==> config.mk <==
export PLATFORM = sky130hd
export DESIGN_NAME = ring_counter_ctrl
export DESIGN_NICKNAME = d
export VERILOG_FILES = /design/src/rtl/ring_counter_ctrl.sv
export SDC_FILE = /design/constraint.sdc
export NUM_CORES = 1
export LEC_CHECK = 0
export CAP_MARGIN = 20
export CORE_ASPECT_RATIO = 0.75
export CORE_MARGIN = 2
export CORE_UTILIZATION = 44
export DETAILED_ROUTE_END_ITERATION = 10
export MAX_ROUTING_LAYER = met4
export PLACE_DENSITY = 0.78
export SKIP_LAST_GASP = 1
export SYNTH_ARGS = -nofsm -noshare
export SYNTH_HDL_FRONTEND = slang
export SYNTH_SLANG_ARGS = --single-unit
==> constraint.sdc <==
create_clock -name clk -period 2.4 [get_ports clk]
set_clock_uncertainty 0.1 [all_clocks]
set_input_delay 0.48 -clock clk [delete_from_list [all_inputs] [get_ports clk]]
set_output_delay 0.48 -clock clk [all_outputs]
set_load 0.02 [all_outputs]
Run 1, cells coloured by class:
Scale: 4 px per um.
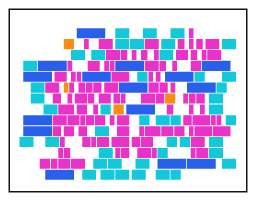
cyan -> remaining buffers and delay cells  # cells 44, share of their area 30%
magenta -> remaining logic cells  # cells 100, share of their area 47%
blue -> registers  # cells 15, share of their area 22%
orange -> clock drivers and dummy loads  # cells 4, share of their area 1.9%
core outline area: 2067 um^2
Row Count: 14
design area: 1424 um^2
fin util: 68.89%

Run 1, sequential cells coloured by netlist name:
Scale: 4 px per um.
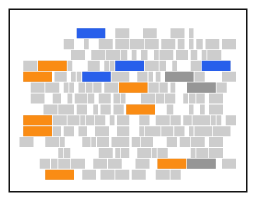
orange -> `steps_left`  # placed flops 8
blue -> `q`  # placed flops 4
not coloured = 3
Seq/total area: 21.09%
Seq. pwr: 0.000301 W
Flop area: 300.3 um^2

Run 1, cell placement:
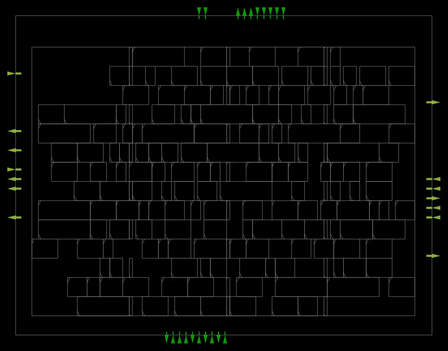
Well Taps: 24
Seq cells: 15
Non-Filler Instances: 187
Fillers: 179

Run 1, clock distribution:
Scale: 4 px per um.
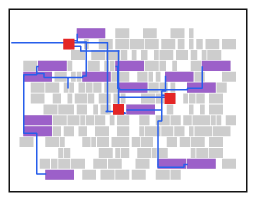
red -> clock-net drivers  # count 3
purple -> flip-flops  # count 15
blue -> clock wires  # length 232 um
routed clock nets = 4
clock network fraction of total power: 20.8%
Clock Power: 0.000149 W
clk_lat worst skew: 0.29 ns

==> impl_metrics.ini, run 1 <==
; synthesis and place-and-route metrics
[layout]
antennaDiodeCount = 0
largest_reg_flops = 8
buffer_area_share_pct = 29.00
clk_share_pct = 1.845

[floorplanning]
chipArea_um2 = 2670
die_h_um = 45.26

[setup_path]
critical_path_class = reg2out
reg2reg_slack_ns = 0.47
worst_path_largest_cell_delay_ns = 0.66
worst-path-max-fanout = 17
cp.required_ns = 1.82

[logic_synthesis]
ys_seq_share_pct = 30.08
enable_flop_cells = 0
postSynthAreaPerCell_um2 = 8.252
yosys_warnings = 0
top_area_share_pct = 30.08
async_flop_share_pct = 0
synth_cell_type_count = 41
top_area_cell = dfxtp_1

[route]
wl_met2_mm = 1.344
dr_wl_met3_um = 203

[clock_network]
cts_setup_buffers = 0
clk_pin_slew_worst_paths_ns = 0.09
cts_resized = 0
cts_root_buf = clkbuf_4

[sta]
worst_pin_slew_ns = 0.5239
finalClockPeriodUsage_pct = 95.00
maxSlewHeadroom_pct = 65.02
period_minus_slack_ns = 2.280
slew_violations = 0

[power_and_ir_drop]
p_sw_share_pct = 34.46
power.switching_w = 0.0002464
p_leak_nw = 0.5843

[global_routing]
overflow = 0
grt_usage_pct = 24.73
antenna_found_initial = 0
grt_pass1_wl_mm = 4.733

[status]
status = finished clean

[placement]
pre_cts_ws_ns = -0.08527
placed_area_um2 = 1398

[job]
cap_violations = 0
run 1: power groups by stage:
stage	Sequential (W)	Clock (W)	Combinational, W
after floorplan	0.000317	0	0.000132
after detailed placement	0.000305	0	0.000262
final	0.000301	0.000149	0.000265
after global placement	0.000305	0	0.000256
after global routing	0.000305	0.000168	0.000285
after CTS	0.000300	0.000155	0.000263
run 1: critical path, delay by kind of cell, from the launching register on:
kind                   cells  cell delay [ns]
flip-flops                 1             0.66
buffers and inverters      2             0.74
run 1: per-layer routing:
metal  global-route usage (%)  up-vias
met2                    38.89       44
met4                    8.636        0
met3                    5.158        5
met1                    31.75      525
li1                         -      542
met5                        -        -
Run 1, wires at chosen ports, followed through buffers:
Scale: 8 px per um.
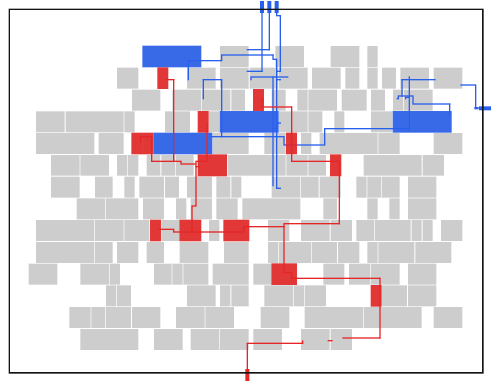

--- run 2 (diff from run 1) ---
Settings changed: CORE_MARGIN 2 to 10.
Run 2, wires at chosen ports, followed through buffers:
Scale: 6 px per um.
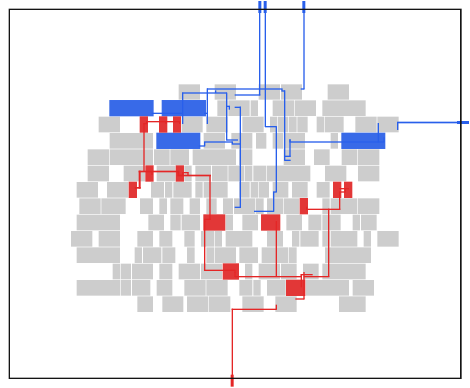
red -> `rst`  # bits 1, direction input, end cells 13, buffers 2, wire 132 um
blue -> `q`  # bits 4, direction output, end cells 4, buffers 4, wire 191 um
I/O Pins: 34
# port buffers: 33

==> run 2 against run 1 <==
Against the previous run: utilization shrank 0.52 points; largest power group unchanged; sequential power is essentially flat; largest cell class unchanged; setup slack gained 0.14 ns; highest routed layer unchanged.
==> impl_metrics.ini, run 2 <==
; synthesis and place-and-route metrics
[power_and_ir_drop]
p_clk_share_pct = 20.7
p_leak_nw = 0.5844
power.switching_w = 0.0002494
p_sw_share_pct = 34.69
top_power_group = registers
powerComb_w = 0.000269
sequentialPower_w = 0.000301
powerClk_w = 0.000149

[global_routing]
grt_pass1_wl_mm = 5.154
overflow = 0
busiest_layer = met2
grt_use_met3_pct = 4.341
grt_max_degree = 18
grt_usage_pct = 14.76
antenna_found_initial = 0
grt_use_met1_pct = 20.13
met2_usage_pct = 20.49

[floorplanning]
fp_util_pct = 47.90
tap_cells = 24
die_h_um = 61.26
rows = 14
chipArea_um2 = 4594
core_area_um2 = 2085

[logic_synthesis]
yosys_warnings = 0
synth_cell_type_count = 41
top_area_cell = dfxtp_1
ys_seq_share_pct = 30.08
enable_flop_cells = 0
postSynthAreaPerCell_um2 = 8.252
async_flop_share_pct = 0

[layout]
final_area_um2 = 1425
seq_share_pct = 21.16
drive_gt1_share_pct = 11.66
buffer_area_share_pct = 28.97
seq_cells = 15
fin_util_pct = 68.37
finalNonFillerCells = 187
regArea_um2 = 301.5
antennaDiodeCount = 0
clkbuf_count = 4
largest_reg_flops = 8
final_cell_mix = clkdlybuf4s50_1, nor2_1, dfxtp_1
fillers = 179
clk_share_pct = 1.844

[setup_path]
worst_path_largest_cell_delay_ns = 0.48
critical_path_class = in2reg
cp_num_cells = 7
cp_num_buf_inv = 3
crit_family = buffers and inverters
path_cells = clkdlybuf4s50_1 -> inv_1 -> ha_1 -> nand2_1 -> a211o_1 -> buf_4 -> a311oi_1
cp.required_ns = 2.50
reg2reg_slack_ns = 0.50

[clock_network]
cts_resized = 0
cts_root_buf = clkbuf_4
clk_pin_slew_worst_paths_ns = 0.09
cts_setup_buffers = 0
clkLatencyLatePin_ns = 0.29

[sta]
period_minus_slack_ns = 2.135
slew_violations = 0
finalClockPeriodUsage_pct = 88.96
maxSlewHeadroom_pct = 65.26
worst_pin_slew_ns = 0.5163
setup_violations = 0

[placement]
placed_area_um2 = 1398
pre_cts_ws_ns = -0.03025

[job]
cap_violations = 0

[route]
wl_met2_mm = 1.439
dr_wl_met3_um = 324

[status]
status = finished clean
-- run 2: cell count changes in the layout (fill, tap and decap cells not counted) --
| cell | delta |
|---|---|
| dfxtp_1 | -1 |
| dfxtp_2 | +1 |
-- run 2: worst register-to-register path: cells and delay by family (launching register included) --
kind,cells,cell delay [ns]
AOI/OAI and AO/OA,1,0.18
and+or+nand+nor,3,1.14
DFF,1,0.38
-- run 2: cell families (layout without fill, tap and decap cells) --
kind of cell             after synthesis  count (layout)  share of synthesized area (%)
AND/OR/NAND/NOR                       38              38                          19.30
AND-OR/OR-AND                         39              39                          28.82
buffers and inverters                 17              59                          8.521
flip-flops                            15              15                          30.08
adder cells (fa/ha/maj)                5               5                          6.266
multiplexers                           7               7                          7.018
Power and IR drop assume default switching activity.
